clock_wires.png
The bar under the picture is 100 um long.
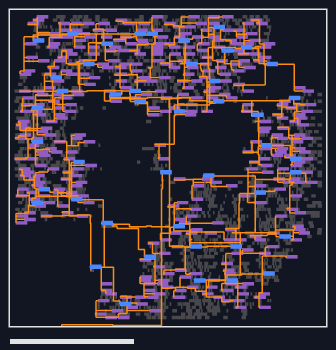
placed.png
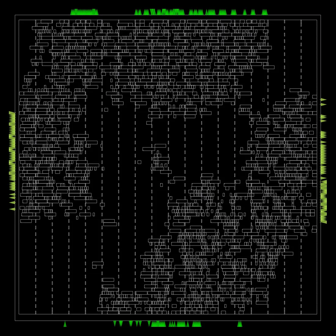
### config.mk
export PLATFORM = sky130hd
export DESIGN_NAME = conv_ifmap_feeder
export DESIGN_NICKNAME = d
export VERILOG_FILES = /design/src/rtl/conv_ifmap_feeder.sv
export SDC_FILE = /design/constraint.sdc
export NUM_CORES = 1
export LEC_CHECK = 0
export ABC_AREA = 1
export CAP_MARGIN = 20
export CORE_MARGIN = 3
export CORE_UTILIZATION = 27
export DETAILED_ROUTE_END_ITERATION = 12
export REMOVE_ABC_BUFFERS = 1
export SLEW_MARGIN = 15
export SYNTH_ARGS = -nofsm -noshare
export SYNTH_HDL_FRONTEND = slang
export SYNTH_SLANG_ARGS = --single-unit
### constraint.sdc
create_clock -name clk -period 26.9 [get_ports clk]
set_clock_uncertainty 0.2 [all_clocks]
set_input_delay 2.69 -clock clk [delete_from_list [all_inputs] [get_ports clk]]
set_output_delay 2.69 -clock clk [all_outputs]
set_load 0.01 [all_outputs]
### src/rtl/conv_ifmap_feeder.sv
// Feature-SRAM feeder for the conv datapath: loads the 3x3 kernel, pulses
// conv_start, streams the ifmap row-major through a 2-entry FIFO, then waits for conv_done.
module conv_ifmap_feeder #(
  parameter int unsigned DATA_W = 16,
  parameter int unsigned ADDR_W = 10,
  parameter int unsigned DIM_W  = 8
) (
  input  logic                  clk,
  input  logic                  rst,
  input  logic                  cfg_start,
  input  logic [ADDR_W-1:0]     cfg_kbase,
  input  logic [ADDR_W-1:0]     cfg_ibase,
  input  logic [DIM_W-1:0]      cfg_width,
  input  logic [DIM_W-1:0]      cfg_height,
  input  logic [DIM_W-1:0]      cfg_pitch,
  output logic                  mem_en,
  output logic [ADDR_W-1:0]     mem_addr,
  input  logic [DATA_W-1:0]     mem_rdata,
  output logic [9*DATA_W-1:0]   kernel_num,
  output logic                  conv_start,
  output logic                  ifmap_valid,
  output logic [DATA_W-1:0]     ifmap_data,
  input  logic                  ifmap_ready,
  input  logic                  conv_done,
  output logic                  busy,
  output logic                  feeder_done,
  output logic                  cfg_err
);

  typedef enum logic [2:0] {S_IDLE, S_LOAD_K, S_START, S_STREAM, S_WAIT_DONE} state_e;

  state_e               state_q;
  logic [3:0]           kcnt_q;
  logic [ADDR_W-1:0]    addr_q, ibase_q, row_base_q;
  logic [DIM_W-1:0]     width_q, height_q, pitch_q, row_q, col_q;
  logic [8*DATA_W-1:0]  shadow_q;
  logic [9*DATA_W-1:0]  kernel_q;
  logic                 rd_pend_q, done_lat_q, conv_start_q, feeder_done_q, cfg_err_q;
  logic                 v0_q, v1_q, v0_d, v1_d;
  logic [DATA_W-1:0]    d0_q, d1_q, d0_d, d1_d;

  logic       pop, more_rd, issue, load_rd, last_pop, done_seen, cfg_bad;
  logic [2:0] occ;

  // Read issue keeps buffered + in-flight words at or below two.
  always_comb begin
    pop       = v0_q & ifmap_ready;
    occ       = 3'(v0_q) + 3'(v1_q) + 3'(rd_pend_q);
    more_rd   = (row_q != height_q);
    issue     = (state_q == S_STREAM) && more_rd && (occ < (3'd2 + 3'(pop)));
    load_rd   = (state_q == S_LOAD_K) && (kcnt_q < 4'd9);
    mem_en    = load_rd | issue;
    last_pop  = (state_q == S_STREAM) && !more_rd && !rd_pend_q && v0_q && !v1_q && pop;
    done_seen = done_lat_q | conv_done;
    cfg_bad   = (cfg_width < DIM_W'(3)) || (cfg_height < DIM_W'(3)) || (cfg_pitch < cfg_width);
  end

  // Shift FIFO: slot 0 is always the head, so valid/data come straight from flops.
  always_comb begin
    v0_d = v0_q;
    v1_d = v1_q;
    d0_d = d0_q;
    d1_d = d1_q;
    if (pop) begin
      v0_d = v1_q;
      d0_d = d1_q;
      v1_d = 1'b0;
    end
    if (rd_pend_q) begin
      if (!v0_d) begin
        v0_d = 1'b1;
        d0_d = mem_rdata;
      end else begin
        v1_d = 1'b1;
        d1_d = mem_rdata;
      end
    end
  end

  always_ff @(posedge clk or posedge rst) begin
    if (rst) begin
      state_q       <= S_IDLE;
      kcnt_q        <= '0;
      addr_q        <= '0;
      ibase_q       <= '0;
      row_base_q    <= '0;
      width_q       <= '0;
      height_q      <= '0;
      pitch_q       <= '0;
      row_q         <= '0;
      col_q         <= '0;
      shadow_q      <= '0;
      kernel_q      <= '0;
      rd_pend_q     <= 1'b0;
      done_lat_q    <= 1'b0;
      conv_start_q  <= 1'b0;
      feeder_done_q <= 1'b0;
      cfg_err_q     <= 1'b0;
      v0_q          <= 1'b0;
      v1_q          <= 1'b0;
      d0_q          <= '0;
      d1_q          <= '0;
    end else begin
      conv_start_q  <= 1'b0;
      feeder_done_q <= 1'b0;
      rd_pend_q     <= issue;
      v0_q          <= v0_d;
      v1_q          <= v1_d;
      d0_q          <= d0_d;
      d1_q          <= d1_d;
      if (conv_done && (state_q inside {S_START, S_STREAM, S_WAIT_DONE}))
        done_lat_q <= 1'b1;
      // Row-base accumulator walks ibase + r*pitch + c without a multiplier.
      if (issue) begin
        if (col_q == width_q - DIM_W'(1)) begin
          col_q      <= '0;
          row_q      <= row_q + DIM_W'(1);
          row_base_q <= row_base_q + ADDR_W'(pitch_q);
          addr_q     <= row_base_q + ADDR_W'(pitch_q);
        end else begin
          col_q  <= col_q + DIM_W'(1);
          addr_q <= addr_q + ADDR_W'(1);
        end
      end
      case (state_q)
        S_IDLE: begin
          if (cfg_start) begin
            ibase_q  <= cfg_ibase;
            width_q  <= cfg_width;
            height_q <= cfg_height;
            pitch_q  <= cfg_pitch;
            if (cfg_bad) begin
              cfg_err_q     <= 1'b1;
              feeder_done_q <= 1'b1;
            end else begin
              cfg_err_q <= 1'b0;
              kcnt_q    <= '0;
              addr_q    <= cfg_kbase;
              state_q   <= S_LOAD_K;
            end
          end
        end
        S_LOAD_K: begin
          kcnt_q <= kcnt_q + 4'd1;
          if (load_rd) addr_q <= addr_q + ADDR_W'(1);
          if (kcnt_q != 4'd0 && kcnt_q < 4'd9)
            shadow_q <= {mem_rdata, shadow_q[8*DATA_W-1:DATA_W]};
          if (kcnt_q == 4'd9) begin
            kernel_q     <= {mem_rdata, shadow_q};
            conv_start_q <= 1'b1;
            addr_q       <= ibase_q;
            row_base_q   <= ibase_q;
            row_q        <= '0;
            col_q        <= '0;
            state_q      <= S_START;
          end
        end
        S_START: state_q <= S_STREAM;
        S_STREAM: begin
          if (last_pop) begin
            state_q <= S_WAIT_DONE;
            if (done_seen) feeder_done_q <= 1'b1;
          end
        end
        S_WAIT_DONE: begin
          if (feeder_done_q) begin
            state_q    <= S_IDLE;
            done_lat_q <= 1'b0;
          end else if (done_seen) begin
            feeder_done_q <= 1'b1;
          end
        end
        default: state_q <= S_IDLE;
      endcase
    end
  end

  assign mem_addr    = addr_q;
  assign kernel_num  = kernel_q;
  assign conv_start  = conv_start_q;
  assign ifmap_valid = v0_q;
  assign ifmap_data  = d0_q;
  assign busy        = (state_q != S_IDLE);
  assign feeder_done = feeder_done_q;
  assign cfg_err     = cfg_err_q;

endmodule

==> run summary <==
fin worst setup slack -> 18.59 ns
outcome -> finished, final reports clean
number of global-route vias before repair -> 13000
post-DP HPWL -> 30.0 mm
Clock Path Buffers -> 3
Post-Synthesis Cells -> 1908
Die Y -> 254 um
initial antenna violation count -> 1
Die Size -> 64700 um^2
Mux cell area share -> 0%
WP data arrival -> 5.42 ns
Routed WL -> 44.3 mm
CTS Sinks -> 388
met2 Track Usage GR -> 21.7%
Yosys Instances -> 1908
Synth top cell by count -> nand2_1
RSZ-0062 raised after global routing -> false
final-report hold violation count -> 0
Synth area leader -> dfrtp_1
Log Warnings -> 35
Worst path depth -> 9
Async SR Flop Fraction -> 100%
Nets -> 2212
count of library flops with an enable pin -> 0
post-CTS setup buffer count -> 0
Back to the opening pictures, clock_wires.png:
legend:
  flip-flops:
    color: purple
    count: 388
  clock wires:
    color: orange
    length: 5670 um
  clock-net drivers:
    color: blue
    count: 45
flops lie: spread over the die
Clk. pwr: 0.620 mW
clk_lat worst skew: 0.58 ns
clock share of power: 25.3%

Back to the opening pictures, placed.png:
Flops: 388
fraction of area in registers: 45.6%
Well Taps: 782

==> layout by cell type (no fill, tap or decap), types with 7 or more instances in the layout <==
cell type / count
nand2_1: 594
dfrtp_1: 388
o21ai_0: 306
clkdlybuf4s50_1: 240
inv_1: 221
nor2_1: 62
nand3_1: 59
clkbuf_16: 45
a21oi_1: 27
nand4_1: 27
ha_1: 22
xor2_1: 20
a31oi_1: 17
o21ai_1: 15
buf_4: 11
xnor2_1: 9
clkbuf_8: 9
clkinv_2: 8
clkbuf_1: 7
==> layout make-up <==
class	count	area (um^2)	area share, %
diodes	1	2.50	0.0117
clock buffers	61	1280	5.99
clock inverters	20	235	1.10
inverters	228	871	4.09
multi-input cells	1208	5730	26.9
flip-flops and latches	388	9710	45.6
well taps	782	978	4.59
repair buffers	252	2510	11.8
No activity file was given, so power comes from the tool's default toggle rates.
